### src/rtl/seq_det_pkg.sv
// Shared helpers for the serial pattern detector: KMP failure/transition functions
// evaluated at elaboration, plus the state-width helper and the restart-mode type.
package seq_det_pkg;

    typedef enum logic {
        MODE_NONOVL = 1'b0,
        MODE_OVL    = 1'b1
    } mode_e;

    function automatic int state_w(input int pat_w);
        return $clog2(pat_w + 1);
    endfunction

    // Bit j of the pattern sequence (j = 0 is the first bit received).
    function automatic logic pat_bit(input logic [31:0] pattern, input int width, input int j);
        return pattern[5'(width - 1 - j)];
    endfunction

    // Longest proper prefix of the first k pattern bits that is also a suffix of them.
    function automatic int fail_of(input logic [31:0] pattern, input int width, input int k);
        int  res;
        bit  found;
        bit  same;
        res   = 0;
        found = 1'b0;
        for (int l = k - 1; l > 0; l--) begin
            if (!found) begin
                same = 1'b1;
                for (int i = 0; i < l; i++) begin
                    if (pat_bit(pattern, width, i) != pat_bit(pattern, width, k - l + i))
                        same = 1'b0;
                end
                if (same) begin
                    res   = l;
                    found = 1'b1;
                end
            end
        end
        return res;
    endfunction

    // KMP transition; returns width when the bit completes the pattern.
    function automatic int next_state(input logic [31:0] pattern, input int width,
                                      input int s, input logic b);
        int k;
        int res;
        bit done;
        k    = s;
        res  = 0;
        done = 1'b0;
        for (int it = 0; it <= width; it++) begin
            if (!done) begin
                if (k < width && pat_bit(pattern, width, k) == b) begin
                    res  = k + 1;
                    done = 1'b1;
                end else if (k == 0) begin
                    res  = 0;
                    done = 1'b1;
                end else begin
                    k = fail_of(pattern, width, k);
                end
            end
        end
        return res;
    endfunction

endpackage

### src/rtl/sat_counter.sv
// Saturating up-counter with synchronous clear (clear wins over increment).
// Latency: q updates on the edge that samples inc/clr. No backpressure.
// Built only when SEQ_DET_PARAM_COUNT_EN is defined.
`ifdef SEQ_DET_PARAM_COUNT_EN
module sat_counter #(
    parameter int CNT_W = 8
) (
    input  logic             clk,
    input  logic             rst,
    input  logic             clr,
    input  logic             inc,
    output logic [CNT_W-1:0] q
);

    logic [CNT_W-1:0] cnt_q;
    logic [CNT_W-1:0] cnt_d;

    always_comb begin
        cnt_d = cnt_q;
        if (clr)
            cnt_d = '0;
        else if (inc && cnt_q != {CNT_W{1'b1}})
            cnt_d = cnt_q + 1'b1;
    end

    always_ff @(posedge clk or posedge rst) begin
        if (rst)
            cnt_q <= '0;
        else
            cnt_q <= cnt_d;
    end

    assign q = cnt_q;

endmodule
`endif

### src/rtl/seq_detector_param.sv
// Parametrised KMP serial pattern detector with overlap/non-overlap restart and match count.
// Latency: z/count update on the edge sampling the completing bit. No backpressure; en qualifies x.
// SEQ_DET_PARAM_COUNT_EN builds the match counter; otherwise count is 0 and clr is ignored.
module seq_detector_param
    import seq_det_pkg::*;
#(
    parameter int               PAT_W   = 4,
    parameter logic [PAT_W-1:0] PATTERN = 4'b1011,
    parameter int               CNT_W   = 8
) (
    input  logic                       clk,
    input  logic                       rst,
    input  logic                       en,
    input  logic                       x,
    input  logic                       overlap,
    input  logic                       clr,
    output logic                       z,
    output logic [CNT_W-1:0]           count,
    output logic [$clog2(PAT_W+1)-1:0] state
);

    localparam int SW   = state_w(PAT_W);
    localparam int ROWS = 2 ** SW;
    localparam logic [SW-1:0] FULL      = SW'(PAT_W);
    localparam logic [SW-1:0] FAIL_FULL = SW'(fail_of(32'(PATTERN), PAT_W, PAT_W));

    // Transition table per input bit; rows past PAT_W-1 are unreachable.
    logic [SW-1:0] nxt0 [ROWS];
    logic [SW-1:0] nxt1 [ROWS];

    for (genvar g = 0; g < ROWS; g++) begin : g_tbl
        if (g < PAT_W) begin : g_live
            localparam logic [SW-1:0] N0 = SW'(next_state(32'(PATTERN), PAT_W, g, 1'b0));
            localparam logic [SW-1:0] N1 = SW'(next_state(32'(PATTERN), PAT_W, g, 1'b1));
            assign nxt0[g] = N0;
            assign nxt1[g] = N1;
        end else begin : g_dead
            assign nxt0[g] = '0;
            assign nxt1[g] = '0;
        end
    end

    logic [SW-1:0] state_q, state_d;
    logic          z_q, z_d;
    logic [SW-1:0] t_sel;
    logic          hit;
    mode_e         mode;

    assign mode = mode_e'(overlap);

    always_comb begin
        state_d = state_q;
        z_d     = 1'b0;
        hit     = 1'b0;
        t_sel   = x ? nxt1[state_q] : nxt0[state_q];
        if (en) begin
            if (t_sel == FULL) begin
                hit     = 1'b1;
                z_d     = 1'b1;
                state_d = (mode == MODE_OVL) ? FAIL_FULL : '0;
            end else begin
                state_d = t_sel;
            end
        end
    end

    always_ff @(posedge clk or posedge rst) begin
        if (rst) begin
            state_q <= '0;
            z_q     <= 1'b0;
        end else begin
            state_q <= state_d;
            z_q     <= z_d;
        end
    end

    assign z     = z_q;
    assign state = state_q;

`ifdef SEQ_DET_PARAM_COUNT_EN
    sat_counter #(
        .CNT_W (CNT_W)
    ) u_cnt (
        .clk (clk),
        .rst (rst),
        .clr (clr),
        .inc (hit),
        .q   (count)
    );
`else
    logic unused_clr;
    assign unused_clr = clr;
    assign count      = '0;
`endif

endmodule

### config.mk
export PLATFORM = sky130hd
export DESIGN_NAME = seq_detector_param
export DESIGN_NICKNAME = d
export VERILOG_FILES = /design/src/rtl/seq_det_pkg.sv /design/src/rtl/sat_counter.sv /design/src/rtl/seq_detector_param.sv
export SDC_FILE = /design/constraint.sdc
export NUM_CORES = 1
export LEC_CHECK = 0
export CORE_AREA = 2 2 39 41
export CTS_CLUSTER_SIZE = 8
export DETAILED_ROUTE_END_ITERATION = 6
export DIE_AREA = 0 0 41 43
export GPL_ROUTABILITY_DRIVEN = 0
export GPL_TIMING_DRIVEN = 0
export PLACE_DENSITY = 0.53
export SYNTH_ARGS = -nofsm -noshare
export SYNTH_HDL_FRONTEND = slang
export SYNTH_SLANG_ARGS = --single-unit
### constraint.sdc
create_clock -name clk -period 0.8 [get_ports clk]
set_input_delay 0.16 -clock clk [delete_from_list [all_inputs] [get_ports clk]]
set_output_delay 0.16 -clock clk [all_outputs]
set_load 0.1 [all_outputs]
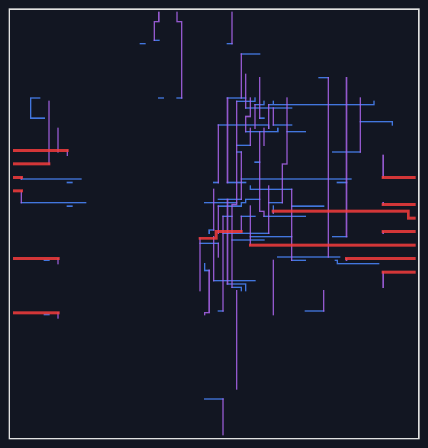
Figure 1: metal layers overlaid.
[red] met3 | wire length: 74.2 um
[blue] met1 | wire length: 149 um
[purple] met2 | wire length: 234 um

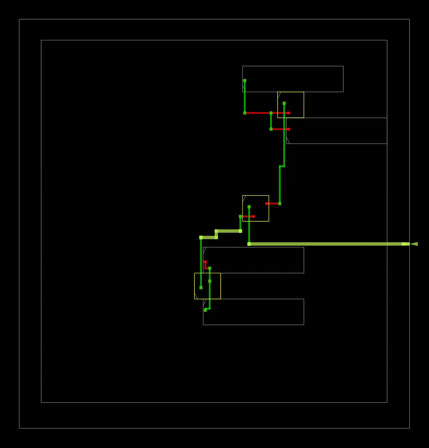
Figure 2: clock wiring as the flow saved it.
CTS Buf Count: 3
Clock Buffer Count: 3

==> notes.md <==
yosys + openroad results -> first-pass GRT wire length 703 um, ys flop type dfrtp_1, Leak about 0.23 nW, status finished, violations left, most used routing layer met2, Worst Setup SP state[2], worst hold path type in2async, hold_buf cts 0, CP bufs+invs 1, max cap viols 0, reg2reg start state[0], antenna violation net count after detailed routing 0, Synth flops 4, # DRC 0, largest net degree at the start of global routing 7, GR Util met3 0.0524, failing checks setup timing, Setup TNS Final -1.54 ns, synthesized area about 250 um2, initial antenna violation count 0, DR iter-0 viols 0, combinational power share 0.493, yosys synthesis chip area ~250 um2, PwrDens around 2000 mW/mm2, Hold Vio Cnt, Final 0, warnings from Yosys 0, CP max FO 2, RSZ-0062 raised after global routing yes, Reg power frac 0.258, Setup WS post-layout -0.249 ns, CP top delay family flip-flops, drt first pass iters 1, Filler Cell Count between 100 and 150, Main logic family buffers and inverters, Final #Nets approximately 53, # clock sinks 4, CTS resizes 36, fp util 0.177, P_comb roughly 0.48 mW, total setup buffers inserted after CTS 3, Tapcells 16, Log Warnings 30, register area between 100 and 150 um2, WL met2 233 um, multi-input combinational area share 0.234, most common cell in the netlist buf_4, Required @ worst endpoint approximately 0.64 ns, internal power approximately 0.54 mW, Finish-stage setup viols 8, total die area 0.00176 mm2, leading power group combinational cells, Clock Skew roughly 0.004 ns, Post-Synth Adder-Cell Area 0, Routed WL per cell roughly 7.5 um, # diodes 0, Leading cell kind buffers, count of library flops with an enable pin 0, GRT met1 Usage 0.0482, register share after synthesis 0.408, final instance area approximately 480 um2, yosys cell count 24, RR Endpoint state[1], Worst-path clk slew approximately 0.040 ns, maximum VDD drop about 0.54 mV, most frequent cells in the layout 10 x buf_4, 8 x conb_1, 4 x clkdlybuf4s50_1, 4 x buf_12, 4 x dfrtp_4, cell type with the largest total area dfrtp_1, most instantiated logic cell after routing buf_4
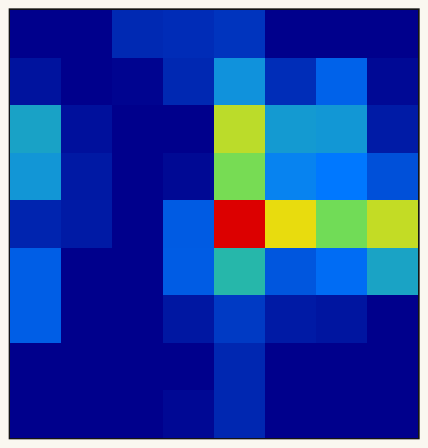
Figure 3: wire density map.
8 x 9 tiles, from dark blue (low) to red (high), scaled to the fullest tile. Values are wire area over tile area, all layers added.
mean over tiles: 0.046
emptiest ninth of the die: bottom right
fullest tile: 0.33
nearly empty tiles: 44%
densest ninth of the die: right middle
tiles over half the peak: 8.3%

Power is estimated from default activity; no workload was simulated.
